**src/rtl/uart_rx_cfg.sv**
```systemverilog
// uart_rx_cfg
// Configurable UART receiver: 5-9 data bits, optional even/odd parity,
// 1 or 2 stop bits. Each bit is a 3-point majority vote around mid-bit.
// Received words are presented through a held valid/ready output register
// carrying parity, framing and overrun status.
//
// Ports:
//   clk        in   clock
//   rst        in   synchronous active-high reset
//   rx         in   asynchronous serial input, idle high
//   ready      in   consumer accepts the held word when valid && ready
//   valid      out  held word available
//   data       out  received word, LSB = first bit on the line
//   parity_err out  parity mismatch for the held word (0 when PARITY = 0)
//   frame_err  out  a stop bit was sampled low for the held word
//   overrun    out  held word replaced an unaccepted previous word
//   busy       out  receiver FSM not idle (registered)
module uart_rx_cfg #(
   parameter int CPB       = 434,
   parameter int DATA_BITS = 8,
   parameter int PARITY    = 0,
   parameter int STOP_BITS = 1
) (
   input  logic                 clk,
   input  logic                 rst,
   input  logic                 rx,
   input  logic                 ready,
   output logic                 valid,
   output logic [DATA_BITS-1:0] data,
   output logic                 parity_err,
   output logic                 frame_err,
   output logic                 overrun,
   output logic                 busy
);

   localparam int CW = $clog2(CPB);
   localparam int BW = $clog2(DATA_BITS);
   localparam int M  = CPB / 2;

   localparam logic [CW-1:0] C_S0   = CW'(M - 1);
   localparam logic [CW-1:0] C_S1   = CW'(M);
   localparam logic [CW-1:0] C_DEC  = CW'(M + 1);
   localparam logic [CW-1:0] C_LAST = CW'(CPB - 1);
   localparam logic [BW-1:0] C_LAST_BIT = BW'(DATA_BITS - 1);

   typedef enum logic [2:0] {
      S_IDLE   = 3'd0,
      S_START  = 3'd1,
      S_DATA   = 3'd2,
      S_PARITY = 3'd3,
      S_STOP   = 3'd4
   } state_t;

   // Expected parity bit: XOR of the data for even, inverted for odd.
   function automatic logic f_parity_exp(input logic [DATA_BITS-1:0] d);
      return (^d) ^ (PARITY == 2);
   endfunction

   // 2-of-3 majority vote.
   function automatic logic f_maj(input logic a, input logic b, input logic c);
      return (a & b) | (a & c) | (b & c);
   endfunction

   state_t               r_state;
   logic                 r_rx_meta;
   logic                 r_rxs;
   logic [CW-1:0]        r_cnt;
   logic [BW-1:0]        r_bit_idx;
   logic                 r_stop_idx;
   logic [DATA_BITS-1:0] r_shift;
   logic                 r_s0;
   logic                 r_s1;
   logic                 r_perr;
   logic                 r_ferr;
   logic                 r_armed;
   logic                 r_valid;
   logic [DATA_BITS-1:0] r_data;
   logic                 r_parity_err;
   logic                 r_frame_err;
   logic                 r_overrun;
   logic                 r_busy;

   logic w_maj;
   logic w_dec;
   logic w_end;
   logic w_last_stop;

   // The third sample is the live synchronised input at the decision point.
   assign w_maj       = f_maj(r_s0, r_s1, r_rxs);
   assign w_dec       = (r_cnt == C_DEC);
   assign w_end       = (r_cnt == C_LAST);
   assign w_last_stop = (STOP_BITS == 1) || r_stop_idx;

   assign valid      = r_valid;
   assign data       = r_data;
   assign parity_err = r_parity_err;
   assign frame_err  = r_frame_err;
   assign overrun    = r_overrun;
   assign busy       = r_busy;

   // Two-flop synchroniser for the asynchronous line, reset to idle level.
   always_ff @(posedge clk) begin
      if (rst) begin
         r_rx_meta <= 1'b1;
         r_rxs     <= 1'b1;
      end else begin
         r_rx_meta <= rx;
         r_rxs     <= r_rx_meta;
      end
   end

   // First two majority samples, taken just before mid-bit.
   always_ff @(posedge clk) begin
      if (rst) begin
         r_s0 <= 1'b1;
         r_s1 <= 1'b1;
      end else begin
         if (r_cnt == C_S0) begin
            r_s0 <= r_rxs;
         end
         if (r_cnt == C_S1) begin
            r_s1 <= r_rxs;
         end
      end
   end

   // Receive FSM, bit counter and held output register.
   always_ff @(posedge clk) begin
      if (rst) begin
         r_state      <= S_IDLE;
         r_cnt        <= '0;
         r_bit_idx    <= '0;
         r_stop_idx   <= 1'b0;
         r_shift      <= '0;
         r_perr       <= 1'b0;
         r_ferr       <= 1'b0;
         r_armed      <= 1'b0;
         r_valid      <= 1'b0;
         r_data       <= '0;
         r_parity_err <= 1'b0;
         r_frame_err  <= 1'b0;
         r_overrun    <= 1'b0;
         r_busy       <= 1'b0;
      end else begin
         r_busy <= (r_state != S_IDLE);
         r_cnt  <= w_end ? '0 : r_cnt + CW'(1);

         // Acceptance; a commit later in this block overrides it.
         if (r_valid && ready) begin
            r_valid <= 1'b0;
         end

         case (r_state)
            S_IDLE: begin
               r_cnt <= '0;
               // After a commit the line must be seen high before a new
               // start bit is accepted, so a held break yields one word.
               if (r_rxs) begin
                  r_armed <= 1'b1;
               end else if (r_armed) begin
                  r_state <= S_START;
                  r_perr  <= 1'b0;
                  r_ferr  <= 1'b0;
               end
            end
            S_START: begin
               if (w_dec && w_maj) begin
                  r_state <= S_IDLE;
                  r_cnt   <= '0;
               end else if (w_end) begin
                  r_state   <= S_DATA;
                  r_bit_idx <= '0;
               end
            end
            S_DATA: begin
               if (w_dec) begin
                  r_shift[r_bit_idx] <= w_maj;
               end
               if (w_end) begin
                  if (r_bit_idx == C_LAST_BIT) begin
                     r_bit_idx  <= '0;
                     r_stop_idx <= 1'b0;
                     r_state    <= (PARITY != 0) ? S_PARITY : S_STOP;
                  end else begin
                     r_bit_idx <= r_bit_idx + BW'(1);
                  end
               end
            end
            S_PARITY: begin
               if (w_dec) begin
                  r_perr <= (w_maj != f_parity_exp(r_shift));
               end
               if (w_end) begin
                  r_state    <= S_STOP;
                  r_stop_idx <= 1'b0;
               end
            end
            S_STOP: begin
               if (w_dec) begin
                  if (!w_maj) begin
                     r_ferr <= 1'b1;
                  end
                  // Leave at mid-bit of the last stop bit and commit.
                  if (w_last_stop) begin
                     r_state      <= S_IDLE;
                     r_cnt        <= '0;
                     r_armed      <= 1'b0;
                     r_data       <= r_shift;
                     r_parity_err <= (PARITY != 0) && r_perr;
                     r_frame_err  <= r_ferr | ~w_maj;
                     r_overrun    <= r_valid && !ready;
                     r_valid      <= 1'b1;
                  end
               end
               if (w_end) begin
                  r_stop_idx <= 1'b1;
               end
            end
            default: begin
               r_state <= S_IDLE;
               r_cnt   <= '0;
            end
         endcase
      end
   end

endmodule

```
**config.mk**
```make
export PLATFORM = sky130hd
export DESIGN_NAME = uart_rx_cfg
export DESIGN_NICKNAME = d
export VERILOG_FILES = /design/src/rtl/uart_rx_cfg.sv
export SDC_FILE = /design/constraint.sdc
export NUM_CORES = 1
export LEC_CHECK = 0
export ABC_AREA = 1
export CAP_MARGIN = 15
export CORE_MARGIN = 2
export CORE_UTILIZATION = 38
export DETAILED_ROUTE_END_ITERATION = 8
export SKIP_CTS_REPAIR_TIMING = 1
export SYNTH_ARGS = -nofsm -noshare
export SYNTH_HDL_FRONTEND = slang
export SYNTH_SLANG_ARGS = --single-unit
```
**constraint.sdc**
```tcl
create_clock -name clk -period 2.06 [get_ports clk]
set_input_delay 0.309 -clock clk [delete_from_list [all_inputs] [get_ports clk]]
set_output_delay 0.309 -clock clk [all_outputs]
set_load 0.1 [all_outputs]
```
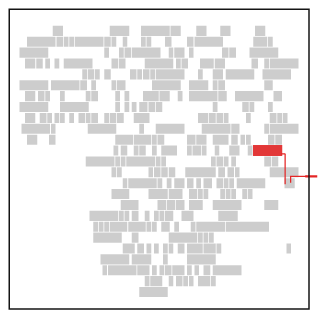
Fig. 1. Wires at chosen ports, followed through buffers.
Scale: 4 px per um.
busy: in red, bits 1, direction output, end cells 1, buffers 1, wire 13.8 um.

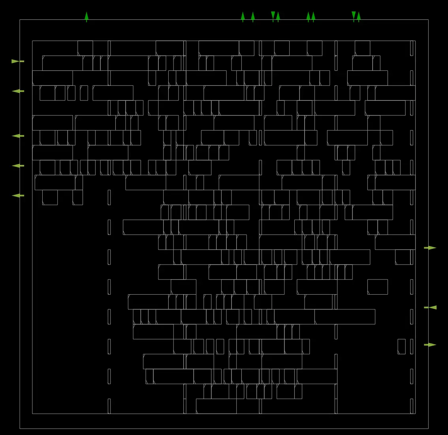
Fig. 2. Cell placement.
fraction of standard cell area that is sequential: 37.3%
fin cells: 340
# Taps: 67

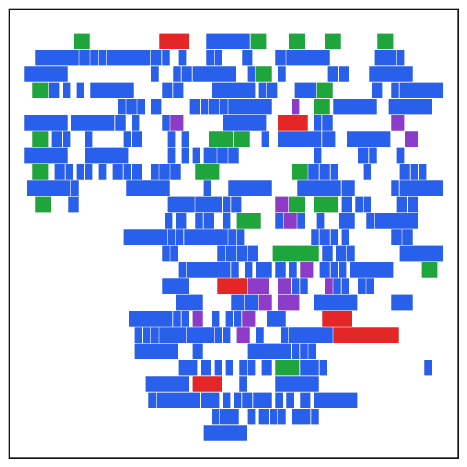
Fig. 3. Sizing map.
Scale: 6 px per um.
_2 cells: in purple, cells 15. _3 and _4 cells: in green, cells 22. _0 and _1 cells: in blue, cells 230. _6 and larger: in red, cells 6.
post-synthesis to final-layout area growth: 16.2%
final worst slack: 0.465 ns
final non-filler cell area: 2200 um^2
non-clock buffer instance count of the final layout: 19

==> metrics.csv <==
stage,metric,value,unit
finish,n_antenna_cell,0,
clock_network,cts-buffers-inserted,5,
clock_network,cts_tree,built,
finish,layout-drive-gt1-share,15.8,%
synth,netlist_area,1890,um^2
outcome,status,finished clean,
global_routing,grt_overflow_total,0,
finish,sequential_cell_area,821,um^2
timing,rsz0062_at_grt,false,
power,share_clk_of_total_power,34.8,%
synth,synth.mux.area_fraction,0,%
power,power.sequential.fraction,46.8,%
synth,area_share_of_and_or_or_and_cells_after_synthesis,11.2,%
synth,synth_top_flop_cell,sky130_fd_sc_hd__dfxtp_1,
clock_network,clock-root-buffer,sky130_fd_sc_hd__clkbuf_8,
synth,sequential_share_of_the_synthesized_area,43.4,%
synth,post_synth_xor_area_fraction,3.24,%
synth,syn-num-nets,263,
power,power_switching_share,29.6,%
power,p_sw,0.535,mW
synth,top_logic_kind,simple AND/OR/NAND/NOR gates,
run,log.warning_count,29,
critical_path,setup.worst_path.class,reg -> reg,
finish,layout_top_cell,sky130_fd_sc_hd__nor2_1,
synth,yosys_register_bits,41,
detailed_routing,wl,3.63,mm
synth,yosysUniqueCellTypes,29,
critical_path,worstPathRequired,2.26,ns
placement,place_inst,333,
floorplan,fp-row-count,25,
detailed_routing,via_count_normalized_by_instance_count,4.53,
power,leakagePower,0.960,nW
detailed_routing,antenna_violating_nets_post_route,0,
clock_network,htreeDepth,2,
clock_network,cts-root-to-sink-buffers,2,
power,internal-power,1.27,mW
synth,ys_async_sr_fraction,0,%
run,max_cap_viol_count,0,
floorplan,top_level_ports,17,
finish,nNetsFinal,283,
finish,final_layout_top_logic_cells,"50 x sky130_fd_sc_hd__nor2_1, 41 x sky130_fd_sc_hd__dfxtp_1, 33 x sky130_fd_sc_hd__nand2_1",
power,total_power,1.81,mW
finish,logic_area,928,um^2
critical_path,worst_setup_start_kind,register,
global_routing,grt_pass1_vias,1407,
critical_path,r2r-end,r_bit_idx[1]$_SDFFE_PP0P_,
power by group through the flow:
stage	clock network (mW)	logic (mW)	registers (mW)
floorplan	0	0.236	0.900
global placement	0	0.331	0.863
detailed placement	0	0.331	0.863
CTS	0.656	0.332	0.845
global route	0.675	0.370	0.849
finish	0.629	0.333	0.846
worst min path at each step:
stage | start | endpoint
5_1_grt | r_rx_meta$_SDFF_PP1_ | r_rxs$_SDFF_PP1_
3_5_place_dp | r_rx_meta$_SDFF_PP1_ | r_rxs$_SDFF_PP1_
4_1_cts | r_rx_meta$_SDFF_PP1_ | r_rxs$_SDFF_PP1_
3_3_place_gp | r_rx_meta$_SDFF_PP1_ | r_rxs$_SDFF_PP1_
6_report | r_rx_meta$_SDFF_PP1_ | r_rxs$_SDFF_PP1_
2_1_floorplan | r_rx_meta$_SDFF_PP1_ | r_rxs$_SDFF_PP1_
area by class of cell:
cell class                      count  area share, %
Inverter                           30           5.12
Tap cell                           67           3.81
Clock inverter                      2           1.59
Multi-Input combinational cell    176           42.2
Sequential cell                    41           37.3
Timing Repair Buffer               19           6.83
Clock buffer                        5           3.13
state kept, by name, summed over array words and instances (netlist names), 3 cells and up:
signal / cells
r_state: 3
r_shift: 8
r_cnt: 9
data: 8
r_bit_idx: 3
worst max-delay path, stage by stage (launching register included):
cell and delay (ns):
sky130_fd_sc_hd__dfxtp_1 0.40, sky130_fd_sc_hd__ha_1 0.20, sky130_fd_sc_hd__inv_1 0.05, sky130_fd_sc_hd__nor2_1 0.08, sky130_fd_sc_hd__nand2_1 0.06, sky130_fd_sc_hd__nor2_2 0.16, sky130_fd_sc_hd__inv_1 0.13, sky130_fd_sc_hd__a21oi_1 0.23
sky130_fd_sc_hd__nand2_1 0.08, sky130_fd_sc_hd__nand2_1 0.06, sky130_fd_sc_hd__nor2_1 0.04
cell families (layout without fill, tap and decap cells):
| kind of cell | Yosys count | count (layout) |
|---|---|---|
| xor gates and xnor gates | 7 | 7 |
| other | 1 | 1 |
| adders and majority gates | 6 | 6 |
| and+or+nand+nor | 124 | 124 |
| buffers and inverters | 36 | 56 |
| DFF | 41 | 41 |
| AOI/OAI and AO/OA | 38 | 38 |
synthesized netlist by cell type, types with 4 or more instances:
cell	n
sky130_fd_sc_hd__nand2_1	33
sky130_fd_sc_hd__nand4_1	4
sky130_fd_sc_hd__nand3_1	10
sky130_fd_sc_hd__ha_1	6
sky130_fd_sc_hd__inv_1	28
sky130_fd_sc_hd__nor2_2	4
sky130_fd_sc_hd__nor2_1	50
sky130_fd_sc_hd__xor2_1	5
sky130_fd_sc_hd__o21ai_0	21
sky130_fd_sc_hd__nor3_1	10
sky130_fd_sc_hd__a21oi_1	12
sky130_fd_sc_hd__dfxtp_1	41
routing by layer:
metal | up-vias | global-route usage (%) | part of all wire, %
met4 | 0 | 7.74 | 1.6
met3 | 4 | 4.88 | 3.3
met2 | 19 | 23.0 | 42
met5 | - | 0 | 0
met1 | 676 | 18.6 | 53
li1 | 842 | - | -
Power and IR drop assume default switching activity.
